[src/rtl/load_store_unit.sv]
// Load/store unit: data-memory access stage between the ALU and the
// writeback result mux. It decodes size/sign, checks alignment, steers
// store bytes onto lanes, runs one req/ack bus transfer with a timeout,
// and returns sign/zero-extended load data with a one-cycle ready pulse.
module load_store_unit #(
  parameter int TIMEOUT = 64
) (
  input  logic        clk,
  input  logic        rst,
  input  logic        ls_valid,
  input  logic        ls_is_store,
  input  logic [2:0]  ls_funct3,
  input  logic [31:0] ls_addr,
  input  logic [31:0] ls_wdata,
  output logic        ls_ready,
  output logic [31:0] ls_rdata,
  output logic        ls_misaligned,
  output logic        ls_fault,
  output logic        stall,
  output logic        mem_req,
  output logic        mem_we,
  output logic [31:0] mem_addr,
  output logic [31:0] mem_wdata,
  output logic [3:0]  mem_wstrb,
  input  logic        mem_ack,
  input  logic [31:0] mem_rdata
);

  typedef enum logic [1:0] {
    IDLE = 2'd0,
    BUS  = 2'd1,
    DONE = 2'd2
  } state_t;

  // Last counter value before the bus access is declared dead.
  localparam logic [7:0] CNT_LAST = 8'(TIMEOUT - 1);

  state_t      state;
  state_t      state_nxt;
  logic [7:0]  cnt;

  // Operation latched when the bus access starts; held for the whole BUS state.
  logic [2:0]  f3_p0;
  logic [1:0]  off_p0;
  logic        we_p0;
  logic [31:0] addr_p0;
  logic [31:0] wdata_p0;
  logic [3:0]  wstrb_p0;

  logic        fault_q;
  logic        mis_q;
  logic [31:0] rdata_q;

  logic        f3_legal;
  logic        addr_mis;
  logic        take_bus;
  logic        set_fault;
  logic        set_mis;
  logic        capture;
  logic        cnt_inc;

  // Select the addressed byte/half from the read word and extend it.
  function automatic logic [31:0] load_extend(input logic [2:0]  f3,
                                              input logic [1:0]  off,
                                              input logic [31:0] word);
    logic signed [7:0]  b;
    logic signed [15:0] h;
    logic [31:0]        res;
    b = word[{off, 3'b000} +: 8];
    h = off[1] ? word[31:16] : word[15:0];
    case (f3)
      3'b000:  res = 32'(b);
      3'b001:  res = 32'(h);
      3'b100:  res = {24'd0, b};
      3'b101:  res = {16'd0, h};
      default: res = word;
    endcase
    return res;
  endfunction

  // Replicate the store operand across every lane it could land on.
  function automatic logic [31:0] store_lanes(input logic [2:0]  f3,
                                              input logic [31:0] wd);
    logic [31:0] res;
    case (f3[1:0])
      2'b00:   res = {4{wd[7:0]}};
      2'b01:   res = {2{wd[15:0]}};
      default: res = wd;
    endcase
    return res;
  endfunction

  // Byte strobes for a store; loads never assert strobes.
  function automatic logic [3:0] store_strobe(input logic       st,
                                              input logic [2:0] f3,
                                              input logic [1:0] off);
    logic [3:0] res;
    if (!st) begin
      res = 4'b0000;
    end else begin
      case (f3[1:0])
        2'b00:   res = 4'b0001 << off;
        2'b01:   res = off[1] ? 4'b1100 : 4'b0011;
        default: res = 4'b1111;
      endcase
    end
    return res;
  endfunction

  // Decode legality and alignment of the presented operation.
  always_comb begin
    f3_legal = 1'b0;
    case (ls_funct3)
      3'b000, 3'b001, 3'b010: f3_legal = 1'b1;
      3'b100, 3'b101:         f3_legal = !ls_is_store;
      default:                f3_legal = 1'b0;
    endcase
    addr_mis = ((ls_funct3[1:0] == 2'b01) && ls_addr[0]) ||
               ((ls_funct3[1:0] == 2'b10) && (ls_addr[1:0] != 2'b00));
  end

  // Next-state logic and per-cycle control strobes.
  always_comb begin
    state_nxt = state;
    take_bus  = 1'b0;
    set_fault = 1'b0;
    set_mis   = 1'b0;
    capture   = 1'b0;
    cnt_inc   = 1'b0;
    case (state)
      IDLE: begin
        if (ls_valid) begin
          if (!f3_legal) begin
            set_fault = 1'b1;
            state_nxt = DONE;
          end else if (addr_mis) begin
            set_mis   = 1'b1;
            state_nxt = DONE;
          end else begin
            take_bus  = 1'b1;
            state_nxt = BUS;
          end
        end
      end
      BUS: begin
        if (mem_ack) begin
          capture   = 1'b1;
          state_nxt = DONE;
        end else if (cnt == CNT_LAST) begin
          set_fault = 1'b1;
          state_nxt = DONE;
        end else begin
          cnt_inc   = 1'b1;
        end
      end
      DONE:    state_nxt = IDLE;
      default: state_nxt = IDLE;
    endcase
  end

  // State, timeout counter, result flags and load result register.
  always_ff @(posedge clk) begin
    if (rst) begin
      state   <= IDLE;
      cnt     <= 8'd0;
      fault_q <= 1'b0;
      mis_q   <= 1'b0;
      rdata_q <= 32'd0;
    end else begin
      state <= state_nxt;
      if (take_bus) begin
        cnt <= 8'd0;
      end else if (cnt_inc) begin
        cnt <= cnt + 8'd1;
      end
      if (state == DONE) begin
        fault_q <= 1'b0;
        mis_q   <= 1'b0;
      end else begin
        if (set_fault) fault_q <= 1'b1;
        if (set_mis)   mis_q   <= 1'b1;
      end
      if ((state != DONE) && (state_nxt == DONE)) begin
        rdata_q <= (capture && !we_p0) ? load_extend(f3_p0, off_p0, mem_rdata) : 32'd0;
      end
    end
  end

  // Latch the operation as the bus access begins (pipeline stage p0).
  always_ff @(posedge clk) begin
    if (take_bus) begin
      f3_p0    <= ls_funct3;
      off_p0   <= ls_addr[1:0];
      we_p0    <= ls_is_store;
      addr_p0  <= {ls_addr[31:2], 2'b00};
      wdata_p0 <= store_lanes(ls_funct3, ls_wdata);
      wstrb_p0 <= store_strobe(ls_is_store, ls_funct3, ls_addr[1:0]);
    end
  end

  assign mem_req       = (state == BUS);
  assign mem_we        = mem_req & we_p0;
  assign mem_addr      = mem_req ? addr_p0  : 32'd0;
  assign mem_wdata     = mem_req ? wdata_p0 : 32'd0;
  assign mem_wstrb     = mem_req ? wstrb_p0 : 4'd0;
  assign ls_ready      = (state == DONE);
  assign ls_rdata      = rdata_q;
  assign ls_misaligned = mis_q;
  assign ls_fault      = fault_q;
  assign stall         = ls_valid & ~ls_ready;

endmodule

[config.mk]
export PLATFORM = sky130hd
export DESIGN_NAME = load_store_unit
export DESIGN_NICKNAME = d
export VERILOG_FILES = /design/src/rtl/load_store_unit.sv
export SDC_FILE = /design/constraint.sdc
export NUM_CORES = 1
export LEC_CHECK = 0
export CAP_MARGIN = 20
export CORE_MARGIN = 1.5
export CORE_UTILIZATION = 44
export CTS_CLUSTER_DIAMETER = 120
export DETAILED_ROUTE_END_ITERATION = 12
export PLACE_DENSITY_LB_ADDON = 0.3
export SLEW_MARGIN = 25
export SYNTH_ARGS = -nofsm -noshare
export SYNTH_HDL_FRONTEND = slang
export SYNTH_SLANG_ARGS = --single-unit
[constraint.sdc]
create_clock -name clk -period 7 [get_ports clk]
set_clock_uncertainty 0.15 [all_clocks]
set_input_delay 2.1 -clock clk [delete_from_list [all_inputs] [get_ports clk]]
set_output_delay 2.1 -clock clk [all_outputs]
set_load 0.03 [all_outputs]
Figure 1. Cell sizes after repair.
Scale: 2 px per um.
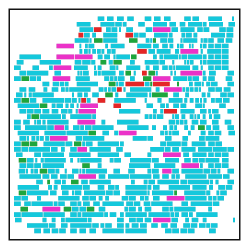
[green] x2 | cells: 33 | share: 4.8% | most used: mux2_2
[cyan] x1 and smaller | cells: 617 | share: 90% | most used: clkdlybuf4s50_1
[magenta] x6 and larger | cells: 24 | share: 3.5% | most used: clkbuf_16
[red] x3 and x4 | cells: 12 | share: 1.7%

Figure 2. Signal wires on met3.
Scale: 3 px per um. Cells faint in the background.
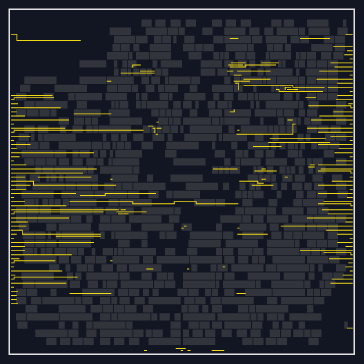
nets with wire on the layer: 158
share of all routed wire: 9.8%
longest straight run: 43.0 um
wire length on this layer: 1,480 um

Figure 3. Wiring heat map.
Scale: 3 px per um. The die is cut into 23 by 23 equal tiles; dark purple is low, yellow is high, scaled to the fullest tile. Values are wire area over tile area, all layers added.
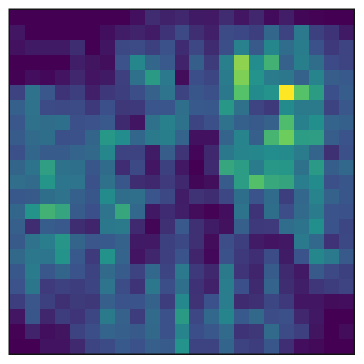
densest ninth of the die: east
emptiest ninth of the die: north-west
mean over tiles: 0.19
tiles over half the peak: 7.0%
fullest tile: 0.77

Figure 4. Placement by cell class.
Scale: 4 px per um.
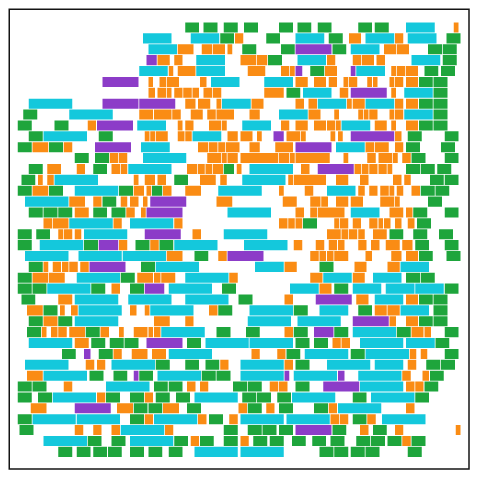
[green] remaining buffers and delay cells | cells: 209
[purple] clock drivers and dummy loads | cells: 32
[cyan] sequential cells | cells: 116
[orange] remaining logic cells | cells: 329

Figure 5. Clock routing.
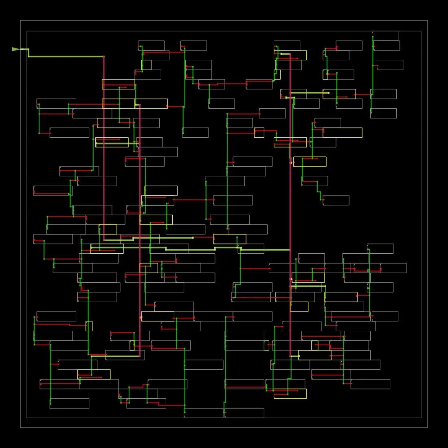
clkbuf count: 26
CTS sink cnt: 116

==> impl_metrics.py <==
# Metrics from the implementation run
metrics = {
    "cells_and_area": {
        "diodes": 0,
        "final_nets": 778,
        "finalNonFillerCells": 854,
        "drive_gt1_share_pct": 10.1,
        "final-seq-area_mm2": 0.00304,
        "final_core_util_pct": 68.3,
        "lay_top_cells": "clkdlybuf4s50_1 (207), edfxtp_1 (72), and2_1 (67)",
        "logic_area_mm2": 0.00227,
    },
    "clock_network": {
        "post-cts-setup-buffers": 0,
        "h-tree-depth": 4,
        "clockRootBuffer": "clkbuf_16",
        "cts_hold_buf": 0,
        "clkTransAtPathRegs_ns": 0.05,
        "cts-resized-gates": 0,
    },
    "placed_design": {
        "hpwl_mm": 10.6,
        "placed_cells": 822,
        "port_buffers": 207,
        "placed_area_mm2": 0.00762,
    },
    "outcome": {
        "status": "complete, no violations",
    },
    "pwr": {
        "pg_seq_mw": 0.771,
        "combPwrFrac_pct": 12.9,
        "p_leak_nw": 2.90,
        "power_density_mw_per_mm2": 229,
        "ir_worst_vdd_mv": 0.125,
        "finalPower_mw": 1.89,
        "p_comb_mw": 0.244,
        "power.group.top": "clock",
        "p_clk_mw": 0.874,
    },
    "logic_synthesis": {
        "ys_seq_share_pct": 55.6,
        "async_reset_ff_share_pct": 0,
        "synth.cellmix.compoundShare_pct": 15.4,
        "edf_count": 72,
        "topCellsByArea": "edfxtp_1 (39%), dfxtp_1 (16%), and2_1 (7.7%)",
        "yosys-stat-cells": 476,
        "ys_top_logic_family": "simple AND/OR/NAND/NOR gates",
        "top_area_cell": "edfxtp_1",
        "simple_gate_area_share_pct": 18.0,
        "ys_sh_xor_pct": 0.640,
        "ys_chip_area_mm2": 0.00547,
    },
    "routing": {
        "firstDrtPassIters": 5,
        "wire_per_inst_um": 17.6,
        "vias_per_cell": 5.37,
        "drt.antenna.violating_nets": 0,
        "first_iter_violations": 486,
    },
    "setup_path": {
        "r2r_slack_ns": 4.42,
        "cp-end-kind": "output pin",
        "critPathKind": "in2out",
        "crit_arrival_ns": 3.36,
        "startpoint_type": "input pin",
        "timing.rr.start": "off_p0[1]",
        "cp-startpoint": "ls_valid",
        "required_ns": 4.75,
        "worstRegToRegCells": 4,
        "rr_endpoint": "ls_rdata[18]",
    },
    "floorplanning": {
        "initCoreUtil_pct": 45.4,
        "ioPinCount": 210,
        "row_count": 40,
        "core_mm2": 0.0121,
        "dieArea_mm2": 0.0131,
    },
    "flow_run": {
        "warnings": 26,
        "cap_violations": 0,
    },
    "global_route": {
        "grt_max_degree": 73,
        "antenna_found_initial": 0,
    },
    "worst_hold_path": {
        "worstHoldStart": "ls_rdata[6]",
        "hp-class": "reg2reg",
        "hold_end": "ls_rdata[6]",
        "worstHoldPathCells": 1,
    },
    "timing": {
        "rsz0062_at_grt": "false",
        "fmax_mhz": 178,
        "finalCritPeriodShare_pct": 80.2,
        "final-setup-viol-count": 0,
        "setup_tns_ns": 0,
        "hold_ws_ns": 0.316,
        "worst_pin_slew_ns": 0.968,
        "hold_violations": 0,
    },
}
## cell type report
cell class              instances  share of cell area (%)
inverters                       4                   0.182
repair buffers                209                    25.3
clock inverters                 6                   0.729
clock buffers                  26                    6.72
flip-flops and latches        116                    37.0
well taps                     168                    2.55
multi-input cells             325                    27.5
## layer usage
metal	vias up	share of wire [%]	track usage [%]
met5	-	0	0
met4	0	2.9	11.5
met3	33	9.8	8.95
met2	224	49	38.0
met1	2180	38	26.7
li1	2151	-	-
## critical path, cell delays in order
cell,delay (ns)
clkdlybuf4s50_1,0.46
nor2b_1,0.12
clkdlybuf4s50_1,0.68
## cells in the mapped netlist, types with 2 or more instances
| library cell | instances |
|---|---|
| xor2_1 | 4 |
| o21a_1 | 4 |
| nor3_1 | 3 |
| o2bb2ai_1 | 8 |
| nor2_1 | 15 |
| a31oi_1 | 16 |
| mux2i_1 | 17 |
| edfxtp_1 | 72 |
| nand3b_1 | 2 |
| o21bai_1 | 2 |
| a21oi_2 | 2 |
| nor3_2 | 2 |
| and3_1 | 3 |
| o221ai_1 | 16 |
| or3_1 | 8 |
| inv_1 | 2 |
| buf_6 | 3 |
| nor3b_2 | 2 |
| o21ai_1 | 7 |
| nand2b_1 | 3 |
| buf_2 | 6 |
| mux2_2 | 16 |
| nand4_1 | 3 |
| o211ai_1 | 3 |
| o22ai_1 | 8 |
| nand2_1 | 33 |
| and2_1 | 67 |
| clkbuf_1 | 20 |
| nor2b_1 | 13 |
| a21o_1 | 2 |
| dfxtp_1 | 44 |
| a21oi_1 | 21 |
| inv_2 | 2 |
| buf_4 | 3 |
| a22o_1 | 8 |
| nand3_1 | 2 |
| o21ai_0 | 12 |
Power figures rest on the tool's default switching activity, not on a simulated workload.
